Fig. 1: run 1, supply network
Pins as bars on the die edge.
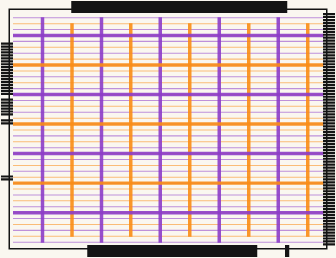
Fig. 2: run 1, cell classes on the final placement
Bar = 50 µm.
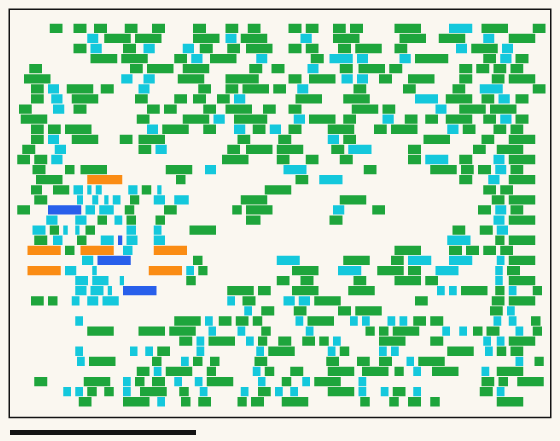
Fig. 3: run 1, routed clock nets over the placement
Bar = 50 µm.
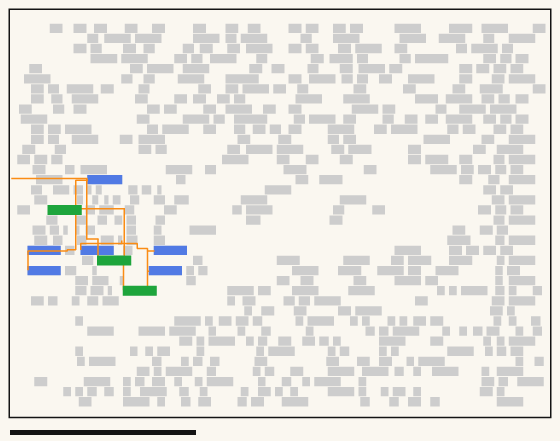
## src/rtl/dmem_arbiter.sv

```systemverilog
// Round-robin arbiter sharing one single-ported data memory between the CPU
// load/store path (port C) and the program loader (port L), with bounded loader bursts.
module dmem_arbiter #(
  parameter int unsigned AW        = 32,
  parameter int unsigned DW        = 32,
  parameter int unsigned BURST_MAX = 4
) (
  input  logic          clk,
  input  logic          rst,
  input  logic          c_req,
  input  logic          c_we,
  input  logic [AW-1:0] c_addr,
  input  logic [DW-1:0] c_wdata,
  output logic          c_gnt,
  output logic          c_rvalid,
  output logic [DW-1:0] c_rdata,
  output logic          cpu_stall,
  input  logic          l_req,
  input  logic          l_lock,
  input  logic          l_we,
  input  logic [AW-1:0] l_addr,
  input  logic [DW-1:0] l_wdata,
  output logic          l_gnt,
  output logic          l_rvalid,
  output logic [DW-1:0] l_rdata,
  output logic          m_en,
  output logic          m_we,
  output logic [AW-1:0] m_addr,
  output logic [DW-1:0] m_wdata,
  input  logic [DW-1:0] m_rdata
);

  typedef enum logic {
    PORT_C = 1'b0,
    PORT_L = 1'b1
  } port_e;

  localparam int unsigned CW = $clog2(BURST_MAX + 1);
  localparam logic [CW-1:0] BURST_LIM = CW'(BURST_MAX);

  port_e         last_grant_q, last_grant_d;
  port_e         rd_owner_q,   rd_owner_d;
  logic [CW-1:0] burst_cnt_q,  burst_cnt_d;
  logic          rd_pend_q,    rd_pend_d;
  logic          sel_c, sel_l;

  // Grant selection; forced low while reset is held so nothing reaches memory.
  always_comb begin
    sel_c = 1'b0;
    sel_l = 1'b0;
    if (rst) begin
      if (c_req && !l_req) begin
        sel_c = 1'b1;
      end else if (l_req && !c_req) begin
        sel_l = 1'b1;
      end else if (c_req && l_req) begin
        if (l_lock && (last_grant_q == PORT_L) && (burst_cnt_q < BURST_LIM)) begin
          sel_l = 1'b1;
        end else if (last_grant_q == PORT_L) begin
          sel_c = 1'b1;
        end else begin
          sel_l = 1'b1;
        end
      end
    end
  end

  always_comb begin
    last_grant_d = last_grant_q;
    burst_cnt_d  = burst_cnt_q;
    rd_pend_d    = 1'b0;
    rd_owner_d   = rd_owner_q;

    if (sel_c) begin
      last_grant_d = PORT_C;
    end else if (sel_l) begin
      last_grant_d = PORT_L;
    end

    if (!l_lock || sel_c) begin
      burst_cnt_d = '0;
    end else if (sel_l && c_req && (burst_cnt_q != BURST_LIM)) begin
      burst_cnt_d = burst_cnt_q + CW'(1);
    end

    if (sel_c && !c_we) begin
      rd_pend_d  = 1'b1;
      rd_owner_d = PORT_C;
    end else if (sel_l && !l_we) begin
      rd_pend_d  = 1'b1;
      rd_owner_d = PORT_L;
    end
  end

  always_ff @(posedge clk or negedge rst) begin
    if (!rst) begin
      last_grant_q <= PORT_L;
      burst_cnt_q  <= '0;
      rd_pend_q    <= 1'b0;
      rd_owner_q   <= PORT_C;
    end else begin
      last_grant_q <= last_grant_d;
      burst_cnt_q  <= burst_cnt_d;
      rd_pend_q    <= rd_pend_d;
      rd_owner_q   <= rd_owner_d;
    end
  end

  always_comb begin
    c_gnt     = sel_c;
    l_gnt     = sel_l;
    cpu_stall = rst & c_req & ~sel_c;
    m_en      = sel_c | sel_l;
    m_we      = 1'b0;
    m_addr    = '0;
    m_wdata   = '0;
    if (sel_c) begin
      m_we    = c_we;
      m_addr  = c_addr;
      m_wdata = c_wdata;
    end else if (sel_l) begin
      m_we    = l_we;
      m_addr  = l_addr;
      m_wdata = l_wdata;
    end

    c_rvalid = rd_pend_q && (rd_owner_q == PORT_C);
    l_rvalid = rd_pend_q && (rd_owner_q == PORT_L);
    c_rdata  = c_rvalid ? m_rdata : '0;
    l_rdata  = l_rvalid ? m_rdata : '0;
  end

endmodule

```

## config.mk

```make
export PLATFORM = sky130hd
export DESIGN_NAME = dmem_arbiter
export DESIGN_NICKNAME = d
export VERILOG_FILES = /design/src/rtl/dmem_arbiter.sv
export SDC_FILE = /design/constraint.sdc
export NUM_CORES = 1
export LEC_CHECK = 0
export CAP_MARGIN = 20
export CELL_PAD_IN_SITES_DETAIL_PLACEMENT = 1
export CELL_PAD_IN_SITES_GLOBAL_PLACEMENT = 2
export CORE_ASPECT_RATIO = 0.75
export CORE_UTILIZATION = 10
export DETAILED_ROUTE_END_ITERATION = 7
export MAX_ROUTING_LAYER = met4
export PLACE_DENSITY_LB_ADDON = 0.1
export SYNTH_ARGS = -nofsm -noshare
export SYNTH_HDL_FRONTEND = slang
export SYNTH_SLANG_ARGS = --single-unit
```

## constraint.sdc

```tcl
create_clock -name clk -period 2.5 [get_ports clk]
set_input_delay 0.375 -clock clk [delete_from_list [all_inputs] [get_ports clk]]
set_output_delay 0.375 -clock clk [all_outputs]
set_load 0.05 [all_outputs]
```

==> flow_summary.rst, run 1 <==
Synthesis and place-and-route
=============================

.. list-table::
   :header-rows: 1

   * - Metric
     - Value
   * - Outcome
     - finished clean
   * - WP data arrival
     - 2.06 ns
   * - Depth of the worst register-to-register path
     - 5
   * - Final Max-Slew Violation Tally
     - 0
   * - Top Ports
     - 302
   * - Post-synth EDFFs
     - 0
   * - Endpoint type of the worst setup path
     - output port
   * - Antenna Nets Post-Route
     - 0
   * - Worst setup path category
     - in2out
   * - Sw Share
     - 42.96%
   * - Number of warnings in the stage logs
     - 27
   * - Unique cell types
     - 31
   * - Delay of the slowest critical-path stage
     - 0.43 ns
   * - RSZ-0062 raised after global routing
     - no
   * - Cells after Synth
     - 196
   * - Worst IR drop on VDD
     - 0.2806 mV
   * - Largest net degree at the start of global routing
     - 55
   * - Number of hold buffers added after CTS
     - 0
   * - Clock sink total
     - 6
   * - Slowest cell on the critical path
     - clkdlybuf4s50_1
   * - Area added between synthesis and finish
     - 293.0%
   * - Number of I/O port buffers
     - 301
   * - WP buf/inv
     - 4
   * - Fraction of met1 tracks used by global routing
     - 18.34%
   * - Number of vias in the routed layout
     - 2,872
   * - Cell Chain, Critical Path
     - clkdlybuf4s50_1, and3b_1, or3_4, inv_8, clkbuf_16, a22o_1, buf_12
   * - Clock buffer count from CTS
     - 3
   * - Worst flop-to-flop path endpoint
     - burst_cnt_q[2]
   * - Number of setup violations in the final report
     - 0
   * - Worst Path Required
     - 2.12 ns
   * - Total congestion overflow
     - 0
   * - Global-route wire length before repair
     - 18,340 µm
   * - Synth Flop Type
     - dfrtp_1
   * - Portion of total power attributed to the clock network
     - 14.4%
   * - Ratio of routed vias to standard cells
     - 4.091
   * - Type of element launching the critical path
     - primary input
   * - Fraction of layout instances using a drive strength above 1
     - 35.93%
   * - Number of hold-slack violations in the final timing report
     - 0
   * - Crit-path leading delay family
     - buffers and inverters
   * - Max transition margin
     - 52.69%
   * - Internal power
     - 1.085 mW
   * - Yosys warning total
     - 0
   * - Routed wire length per instance
     - 19.23 µm
   * - Most numerous logic cells after layout
     - 164 x clkdlybuf4s50_1, 105 x buf_12, 51 x a22o_1
Back to the opening pictures, Fig. 1:
| colour | net |
|---|---|
| orange | VDD |
| purple | VSS |
met1 rails: 39
rows: 38

Back to the opening pictures, Fig. 2:
| colour | class | cells | share of their area |
|---|---|---|---|
| blue | clock drivers and dummy loads | 4 | 1.4% |
| cyan | combinational and other logic | 167 | 24% |
| orange | flops | 6 | 2.6% |
| green | other buffers and delay cells | 324 | 72% |

Back to the opening pictures, Fig. 3:
[blue] flip-flops | count: 6
[orange] clock wires | length: 165 µm
[green] clock drivers | count: 3
flops lie: left middle
routed clock nets: 4

==> run 1: worst reg2reg max path: cells and delay by family (launching register included) <==
kind,cells,cell delay [ns]
compound gates,2,0.84
fa+ha+maj,1,0.19
buf+inv,1,0.06
flops,1,0.36
mux,1,0.25
==> run 1: sequential cells by signal, summed over array words and instances (netlist names) <==
name / flops
burst_cnt_q: 3
rd_owner_q: 1
last_grant_q: 1
rd_pend_q: 1
==> run 1: layout make-up <==
| class | instances | area, µm² |
|---|---|---|
| fill | 1591 | 8713 |
| timing repair buffer | 324 | 4219 |
| multi-input combinational | 160 | 1338 |
| tap | 200 | 250.2 |
| sequential | 6 | 151.4 |
| clock buffer | 4 | 78.83 |
| inverter | 7 | 33.78 |
| antenna | 1 | 2.502 |
==> run 1: worst max path at each step <==
stage                         startpoint           to  slack (ns)  depth (start not counted)
after global routing                 rst    m_addr[0]        0.02                          8
after detailed placement           l_req   m_addr[31]       -0.07                          7
after floorplan           burst_cnt_q[2]   m_addr[11]        0.12                          5
after global placement             l_req  m_wdata[29]       -0.04                          7
final                             l_lock   m_addr[13]        0.07                          7
after CTS                          c_req  m_wdata[26]      0.0006                          7
==> run 1: kinds of logic after synthesis <==
| logic type | count (synthesis) | synth area share (%) |
|---|---|---|
| buffers and inverters | 30 | 11.58 |
| muxes | 3 | 1.943 |
| adders and majority gates | 2 | 1.619 |
| AOI/OAI and AO/OA | 81 | 44.94 |
| DFF | 6 | 9.798 |
| and+or+nand+nor | 74 | 30.12 |
==> run 1: metal layers <==
metal,share of wire (%),vias up
met5,0,-
met4,0.88,0
met1,41,1369
met2,53,117
met3,5.2,8
li1,-,1378
==> run 1: synth_stat cells (all sizes together) (2+ instances only) <==
cell type,instances,area share (%)
dfrtp,5,8.1
buf,12,7.1
and3,32,13
mux2i,3,1.9
inv,6,1.5
o311ai,5,2.8
a211oi,2,0.97
nand2,2,0.49
and2,34,14
clkbuf,11,2.7
a22o,65,37
ha,2,1.6
==> run 1: power groups by stage <==
stage / clock network (mW) / registers [mW] / logic, mW
final: 0.274 / 0.111 / 1.52
after global routing: 0.287 / 0.113 / 1.57
after CTS: 0.279 / 0.111 / 1.49
after detailed placement: 0 / 0.112 / 1.48
after global placement: 0 / 0.112 / 1.47
after floorplan: 0 / 0.115 / 0.636
==> run 1: per-stage QoR <==
| step | setup slack, ns | hold WS [ns] | cell area [µm²] | TNS (ns) | cells |
|---|---|---|---|---|---|
| after detailed placement | -0.06614 | 0.4942 | 5783 | -1.968 | 694 |
| after global routing | 0.02120 | 0.5104 | 6073 | 0 | 702 |
| after floorplan | 0.1234 | 0.07941 | 1545 | 0 | 196 |
| after CTS | 0.0005864 | 0.4996 | 5904 | 0 | 698 |
| final | 0.06628 | 0.5013 | 6073 | 0 | 702 |
| after global placement | -0.03900 | 0.4899 | 5783 | -0.8865 | 694 |
==> run 1: timing repair <==
action,CTS,global route
cloned,0,3
pin swaps,0,2
endpoints found under the hold margin,0,0
gates resized,6,14
endpoints found under the setup margin,59,65
Fig. 4: run 1, routed metal, one colour a layer
Two of the layers only.
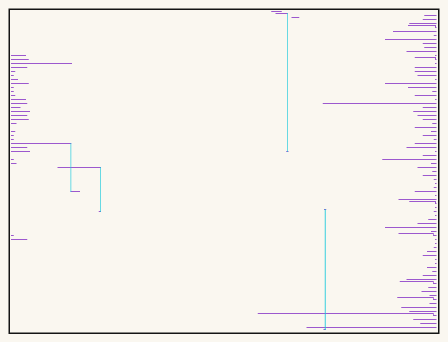

==> inputs of run 2 (changes only) <==
- GPL_ROUTABILITY_DRIVEN: unset -> 0
- RECOVER_POWER: unset -> 100
- clock period: 2.5 -> 2.05 ns (I/O delays scaled with it)
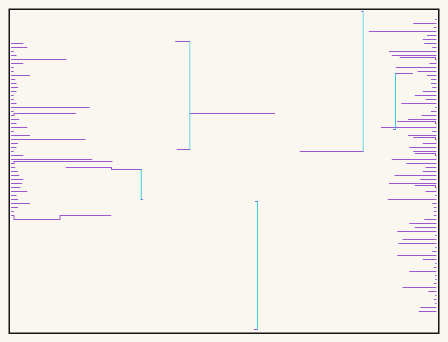
Fig. 5. Routed metal, one colour a layer (run 2).
Two of the layers only.
| colour | layer | wire length |
|---|---|---|
| cyan | metal 4 | 157 µm |
| purple | metal 3 | 829 µm |

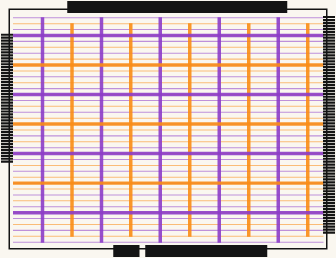
Fig. 6. Supply network (run 2).
Pins as bars on the die edge.
| colour | net |
|---|---|
| orange | VDD |
| purple | VSS |
met1 rails: 39
rows: 38
signal pins: 302
met4 straps: 10
met5 straps: 7

==> flow_summary.rst, run 2 <==
Synthesis and place-and-route
=============================

.. list-table::
   :header-rows: 1

   * - Metric
     - Value
   * - Worst IR drop on VDD
     - 0.2302 mV (-18%)
   * - Global-route wire length before repair
     - 19,370 µm (+5.6%)
   * - Endpoint type of the worst setup path
     - output port
   * - WP data arrival
     - 1.95 ns (-0.11 ns)
   * - Routed metal-1 wirelength
     - 5784 µm (+3.6%)
   * - Area fraction of the dominant cell type after synthesis
     - 36.84% (unchanged)
   * - Setup WS post-layout
     - -0.2092 ns (-0.2755 ns)
   * - Unique cell types
     - 31 (unchanged)
   * - Cell Chain, Critical Path
     - and2b_1, or3_4, clkinv_8, buf_16, a22o_2, buf_12
   * - Post-synth EDFFs
     - 0 (unchanged)
   * - WP buf/inv
     - 3 (-1)
   * - Crit-path leading delay family
     - simple AND/OR/NAND/NOR gates
   * - Ranking of synthesized cells by instance count
     - 65 x a22o_1, 34 x and2_1, 32 x and3_1
   * - Yosys warning total
     - 0 (unchanged)
   * - Largest net degree at the start of global routing
     - 35 (-36%)
   * - Portion of total power attributed to the clock network
     - 14.2% (-0.2 points)
   * - Internal power
     - 1.389 mW (+28%)
   * - Cell types with the largest area share after synthesis
     - a22o_1 37%, and2_1 14%, and3_1 13%
   * - Max reg flops
     - 3 (unchanged)
   * - Max transition margin
     - 59.65% (+7.0 points)
   * - Violated checks
     - negative setup slack
   * - Worst setup path category
     - reg2out
   * - Most repeated cell in the gate-level netlist after synthesis
     - a22o_1
   * - Number of setup violations in the final report
     - 68 (+68)
   * - Number of I/O port buffers
     - 301 (unchanged)
   * - Type of element launching the critical path
     - flop
   * - Ratio of routed vias to standard cells
     - 4.194 (+2.5%)
   * - Outcome
     - finished with violations
   * - Ant diodes
     - 0 (-1)
   * - Top Ports
     - 302 (unchanged)
   * - Depth of the worst register-to-register path
     - 6 (+1)
   * - Register with the most flip-flops
     - burst_cnt_q
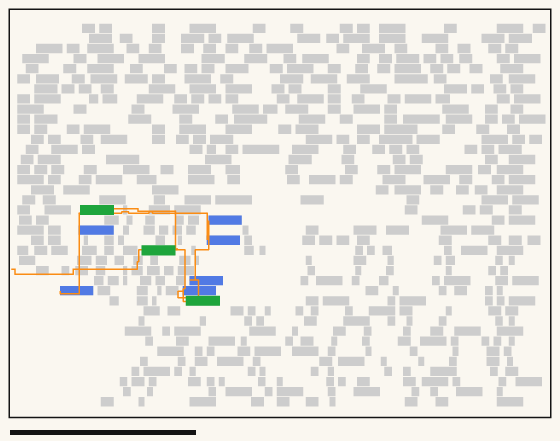
Fig. 7. Routed clock nets over the placement (run 2).
Bar = 50 µm.
[orange] clock wires | length: 208 µm
[green] clock drivers | count: 3
[blue] flip-flops | count: 6
routed clock nets: 4

-- run 2: cell count changes in the layout (fill, tap and decap cells not counted), moves of 6 or more --
cell / change
a22o_1: -51
buf_4: -36
a22o_2: +31
a22o_4: +20
clkbuf_2: +19
buf_2: +14
and2_1: -6
-- run 2: cells by family (layout without fill, tap and decap cells) --
logic type / count (synthesis) / count (layout) / synth area share [%]
fa+ha+maj: 2 / 2 / 1.619
compound gates: 81 / 81 / 44.94
simple gates: 74 / 74 / 30.12
buf+inv: 30 / 349 / 11.58
flops: 6 / 6 / 9.798
mux: 3 / 3 / 1.943
-- run 2: worst max-delay path by stage --
| stage | endpoint | slack (ns) | cells past startpoint |
|---|---|---|---|
| floorplan | m_addr[13] | 0.007 | 5 |
| global placement | m_addr[9] | -0.31 | 7 |
| detailed placement | m_wdata[15] | -0.38 | 7 |
| CTS | m_addr[31] | -0.23 | 6 |
| global route | m_addr[10] | -0.26 | 7 |
| finish | m_wdata[8] | -0.21 | 6 |
-- run 2: power by group through the flow --
stage	Sequential (mW)	Clock, mW	Combinational [mW]
floorplan	0.140	0	0.801
CTS	0.134	0.351	1.98
detailed placement	0.136	0	1.93
global route	0.136	0.359	2.03
finish	0.135	0.346	1.96
global placement	0.136	0	1.91
-- run 2: layout make-up --
cell class	count	area, µm²
clock buffer	4	78.83
fill	1576	8342
inverter	7	43.79
multi-input combinational	160	1556
sequential	6	151.4
tap	200	250.2
timing repair buffer	337	4353
timing repair inverter	1	11.26
-- run 2: what timing repair did --
action,4_1_cts,5_1_grt
setup buffers,2,2
gates cloned,2,8
endpoints found under the setup margin,67,67
pin swaps,2,10
resized,17,36
-- run 2: through the flow --
step	TNS (ns)	setup slack, ns	std cells
floorplan	0	0.006791	196
global placement	-18.45	-0.3084	697
detailed placement	-22.04	-0.3769	697
CTS	-12.50	-0.2335	705
global route	-15.78	-0.2584	715
finish	-12.20	-0.2092	715
-- run 2: worst min-delay path: cells and delay by family --
| family | cells | cell delay (ns) |
|---|---|---|
| buffers and inverters | 2 | 0.28 |
| AND-OR/OR-AND | 1 | 0.09 |
| multiplexers | 1 | 0.07 |
-- run 2: metal layers --
layer	GRT usage [%]	vias to the layer above
met5	-	-
met4	2.481	0
met3	3.776	11
met2	30.05	129
met1	18.35	1450
li1	-	1409
No activity file was given, so power comes from the tool's default toggle rates.
